[config.mk]
export PLATFORM = sky130hd
export DESIGN_NAME = posit_pack
export DESIGN_NICKNAME = d
export VERILOG_FILES = /design/src/rtl/posit_pack.sv
export SDC_FILE = /design/constraint.sdc
export NUM_CORES = 1
export LEC_CHECK = 0
export CELL_PAD_IN_SITES_DETAIL_PLACEMENT = 2
export CELL_PAD_IN_SITES_GLOBAL_PLACEMENT = 2
export CORE_AREA = 4 4 113 115
export CTS_BUF_LIST = sky130_fd_sc_hd__clkbuf_2 sky130_fd_sc_hd__clkbuf_4 sky130_fd_sc_hd__clkbuf_8
export DETAILED_ROUTE_END_ITERATION = 12
export DIE_AREA = 0 0 117 119
export GPL_ROUTABILITY_DRIVEN = 1
export PLACE_DENSITY_LB_ADDON = 0.1
export SLEW_MARGIN = 0
export SYNTH_ARGS = -nofsm -noshare
export SYNTH_HDL_FRONTEND = slang
export SYNTH_SLANG_ARGS = --single-unit
[constraint.sdc]
create_clock -name clk -period 8.3 [get_ports clk]
set_input_delay 2.49 -clock clk [delete_from_list [all_inputs] [get_ports clk]]
set_output_delay 2.49 -clock clk [all_outputs]
set_load 0.005 [all_outputs]
[src/rtl/posit_pack.sv]
// posit_pack: serialises a decoded (sign, regime, exponent, fraction) tuple into
// a posit<8,EN> word, one stream bit per clock, with round-to-nearest-even.
module posit_pack #(
    parameter int EN = 1
) (
    input  logic              clk,
    input  logic              rst_n,
    input  logic              in_valid,
    output logic              in_ready,
    input  logic              sign,
    input  logic signed [7:0] regime,
    input  logic signed [7:0] exponent,
    input  logic [7:0]        mantissa,
    output logic              out_valid,
    input  logic              out_ready,
    output logic [7:0]        posit
);

    typedef enum logic [1:0] {IDLE, EMIT, ROUND, HOLD} state_t;

    state_t      state_q, state_d;
    logic [31:0] stream_q, stream_d;
    logic [7:0]  acc_q, acc_d;
    logic [2:0]  cnt_q, cnt_d;
    logic        sticky_q, sticky_d;
    logic        sign_q, sign_d;
    logic        out_valid_q, out_valid_d;
    logic [7:0]  posit_q, posit_d;

    logic [31:0] pat, tail, stream_in;
    logic [33:0] tail_w;
    logic [5:0]  rlen;
    logic [7:0]  neg_k;
    logic [6:0]  body;
    logic        round_up;
    logic [7:0]  mag;
    logic        unused_bits;

    assign unused_bits = ^{exponent[7:2], neg_k[7:6]};

    // Left-aligned stream: regime run, then exponent LSBs, then fraction.
    always_comb begin
        neg_k  = -regime;
        tail_w = {exponent[1:0], mantissa, 24'b0} << (2 - EN);
        tail   = tail_w[33:2];
        if (!regime[7]) begin
            pat  = ~(32'hFFFF_FFFF >> ({3'b0, regime[2:0]} + 6'd1));
            rlen = {3'b0, regime[2:0]} + 6'd2;
        end else begin
            pat  = 32'h8000_0000 >> neg_k[5:0];
            rlen = neg_k[5:0] + 6'd1;
        end
        stream_in = pat | (tail >> rlen);
    end

    always_comb begin
        body     = acc_q[7:1];
        round_up = acc_q[0] & (body[0] | sticky_q) & (body != 7'h7F);
        mag      = {1'b0, body + {6'b0, round_up}};
    end

    always_comb begin
        state_d     = state_q;
        stream_d    = stream_q;
        acc_d       = acc_q;
        cnt_d       = cnt_q;
        sticky_d    = sticky_q;
        sign_d      = sign_q;
        posit_d     = posit_q;
        out_valid_d = 1'b0;
        unique case (state_q)
            IDLE: begin
                if (in_valid) begin
                    sign_d = sign;
                    if ($unsigned(regime) == 8'h80) begin
                        posit_d = '0;
                        state_d = HOLD;
                    end else if (regime >= 8'sd6) begin
                        posit_d = sign ? 8'h81 : 8'h7F;
                        state_d = HOLD;
                    end else if (regime <= -8'sd7) begin
                        posit_d = sign ? 8'hFF : 8'h01;
                        state_d = HOLD;
                    end else begin
                        stream_d = stream_in;
                        acc_d    = '0;
                        cnt_d    = '0;
                        sticky_d = 1'b0;
                        state_d  = EMIT;
                    end
                end
            end
            EMIT: begin
                acc_d    = {acc_q[6:0], stream_q[31]};
                stream_d = {stream_q[30:0], 1'b0};
                cnt_d    = cnt_q + 3'd1;
                if (cnt_q == 3'd7) begin
                    sticky_d = |stream_q[30:0];
                    state_d  = ROUND;
                end
            end
            ROUND: begin
                posit_d = sign_q ? (~mag + 8'd1) : mag;
                state_d = HOLD;
            end
            HOLD: begin
                // out_valid is registered, so the first HOLD cycle is a settle cycle.
                if (out_valid_q && out_ready) begin
                    state_d = IDLE;
                end else begin
                    out_valid_d = 1'b1;
                end
            end
            default: state_d = IDLE;
        endcase
    end

    always_ff @(posedge clk) begin
        if (!rst_n) begin
            state_q     <= IDLE;
            stream_q    <= '0;
            acc_q       <= '0;
            cnt_q       <= '0;
            sticky_q    <= 1'b0;
            sign_q      <= 1'b0;
            out_valid_q <= 1'b0;
            posit_q     <= '0;
        end else begin
            state_q     <= state_d;
            stream_q    <= stream_d;
            acc_q       <= acc_d;
            cnt_q       <= cnt_d;
            sticky_q    <= sticky_d;
            sign_q      <= sign_d;
            out_valid_q <= out_valid_d;
            posit_q     <= posit_d;
        end
    end

    assign in_ready  = (state_q == IDLE);
    assign out_valid = out_valid_q;
    assign posit     = posit_q;

endmodule

density.png
12 x 12 tiles, from white (low) to dark blue (high), 0 to 100% covered.
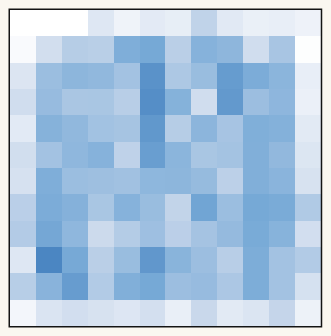
The fullest tile reaches 65%. The mean over all tiles is 33%. 2.8% of the tiles are nearly empty. The emptiest ninth of the die: north-west. The densest ninth of the die: centre.

final_placement.png
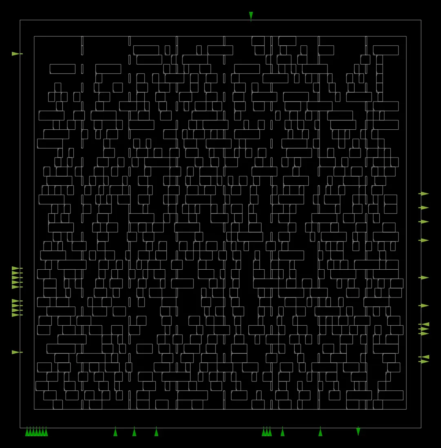
Well Taps: 147
fraction of standard cell area that is sequential: 23.2%
fin util: 41.0%
count of non-filler cells in the finished layout: 709

==> results.cfg <==
; generated from flow reports
[cells_and_area]
comb_cells = 443
layout.non_clock_buffers = 40
drive_gt1_share_pct = 8.90
area.growth.synth_to_final_pct = 10.2
comb-cell-share_pct = 62.2
antennaDiodeCount = 0
design.seq.count = 56
largest_register = stream_q
largest_register_ff_count = 32
area_share_clock_buf_inv_pct = 1.86
ff_latch_area_mm2 = 0.00112
mi_logic_area_mm2 = 0.00301
nonClkBufAreaFrac_pct = 7.81
largest_class = combinational gates
inverters = 15
clockBufferCount = 5
final_common_cell = sky130_fd_sc_hd__dfxtp_1

[power_and_ir_drop]
p_seq_share_pct = 31.5
cellLeakagePower_uw = 0.00167
share_clk_of_total_power_pct = 15.1
power.switching_uw = 529
power-per-cell-area_mw_per_mm2 = 233
power_report.internal_total_uw = 598
power.combinational.fraction_pct = 53.3

[die]
core.rowCount = 40
coreArea_mm2 = 0.0118
die_area_mm2 = 0.0139
chip_width_um = 117
ios = 39
fp-utilization_pct = 37.2
die-height_um = 119

[cts]
post_cts_hold_buffer_count = 0
cts_buffers = 5
cts.sink_count = 56
clock_pin_slew_worst_setup_and_hold_paths_ns = 0.12
clk-insertion-delay-late_ns = 0.34
clk_root_buffer_cell = sky130_fd_sc_hd__clkbuf_8
clockBufferDepth = 2
tritoncts = built
cts_resized = 0

[synthesis]
fraction_of_the_yosys_area_taken_by_sequential_cells_pct = 25.5
synth.yosys.num_cells = 561
ys_async_sr_fraction_pct = 0
synth.yosys.warnings = 0
synth-edff-count = 0
synthesis.area_per_instance_um2 = 7.83
synth_area_mm2 = 0.00439
ys.flop_type = sky130_fd_sc_hd__dfxtp_1

[global_routing]
grt_start_max_net_pins = 43
grt_antenna_before_repair = 0
grt_total_usage_pct = 24.5
vias_in_the_first_global_route = 4796

[final_timing]
achievable-frequency_mhz = 154
fin_setup_tns_ns = 0
timing.slew.headroom_pct = 22.9
setup_viol_count_final = 0
final-hold-violation-count = 0
fin_hold_ws_ns = 0.475
finalCriticalPeriod_ns = 6.49
timing.clock.skew_ns = 0.00933
rsz_0062_raised_after_global_routing = false
worst_tran_pin_value_ns = 1.15

[worst_setup_path]
cp-endpoint = stream_q[0]
cp_max_fo = 15
cp_slowest_cell = sky130_fd_sc_hd__clkdlybuf4s50_1
category_of_the_most_critical_setup_path = input port to flop
worst_path_dominant_cell_family = multiplexers
cpPeakStageDelay_ns = 0.83
r2r-end = stream_q[31]
reg_to_reg_slack_setup_ns = 5.35
arrival_ns = 6.73
cp.depth = 11
worst_path_most_repeated_cell = sky130_fd_sc_hd__ha_1
worst-r2r-cell-count = 8
critical_path.reg2reg.startpoint = state_q[1]
crit_buf_inv = 2

[detailed_routing]
via_per_inst = 6.45
initialDrtViolationCount = 425
route.final.wire_length_mm = 16.6
dr_total_vias = 4576
ant_nets = 0

[run_status]
outcome = completed

[hold_path]
hold_path_end = cnt_q[2]
hp-start = cnt_q[2]
whs_path_depth = 2

[job]
log.warning_count = 44

[placement]
place_inst = 701
place_worst_setup_slack_ns = 1.49
port-buffer-count = 31
finalWeightedCongestion = 0.836
registers.png
The bar under the picture is 20 µm long. Other sequential cells in the stronger grey, the rest of the logic in the fainter grey.
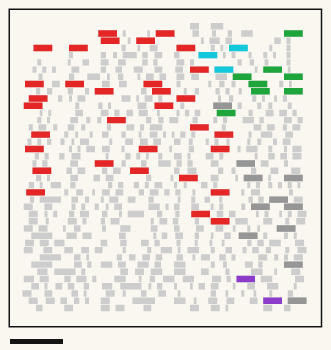
Cyan marks cnt_q, flops 3. Green marks acc_q, flops 8, where north-east. Purple marks state_q, flops 2. Red marks stream_q, flops 32.
Another 11 sequential cells are not coloured.

[Yosys cell counts (6+ instances only)]
cell type	instances	share of area [%]
sky130_fd_sc_hd__dfxtp_1	56	26
sky130_fd_sc_hd__nand2_1	48	4.1
sky130_fd_sc_hd__nor2_1	43	3.7
sky130_fd_sc_hd__a21oi_1	42	4.8
sky130_fd_sc_hd__o21ai_0	36	4.1
sky130_fd_sc_hd__clkbuf_1	35	3.0
sky130_fd_sc_hd__nand3_1	30	3.4
sky130_fd_sc_hd__ha_1	21	6.0
sky130_fd_sc_hd__mux2i_1	16	3.6
sky130_fd_sc_hd__nor3_1	14	1.6
sky130_fd_sc_hd__inv_1	13	1.1
sky130_fd_sc_hd__a31oi_1	12	1.7
sky130_fd_sc_hd__nor4_1	12	1.7
sky130_fd_sc_hd__a221oi_1	11	2.2
sky130_fd_sc_hd__nand4_1	10	1.4
sky130_fd_sc_hd__o211ai_1	9	1.5
sky130_fd_sc_hd__xnor2_1	9	1.8
sky130_fd_sc_hd__a31o_2	8	1.6
sky130_fd_sc_hd__o221ai_1	8	1.6
sky130_fd_sc_hd__xor2_1	8	1.6
sky130_fd_sc_hd__a211oi_1	7	1.2
sky130_fd_sc_hd__mux2_2	7	1.8
sky130_fd_sc_hd__a22oi_1	6	1.0
sky130_fd_sc_hd__and2_1	6	0.86
[metal layers]
metal,share of wire (%),GRT usage (%),wire length (µm)
met4,2.4,7.60,391
met2,50,40.9,8230
met5,0,0,0
met3,3.8,4.37,632
met1,44,31.8,7340
[logic make-up after synthesis]
group                      after synthesis  share of synthesized area [%]
and+or+nand+nor                        194                           22.7
AOI/OAI and AO/OA                      182                           28.0
buffers and inverters                   62                           5.90
DFF                                     56                           25.5
muxes                                   28                           8.01
adders and majority gates               21                           5.98
xor gates and xnor gates                18                           3.90
Power and IR drop assume default switching activity.
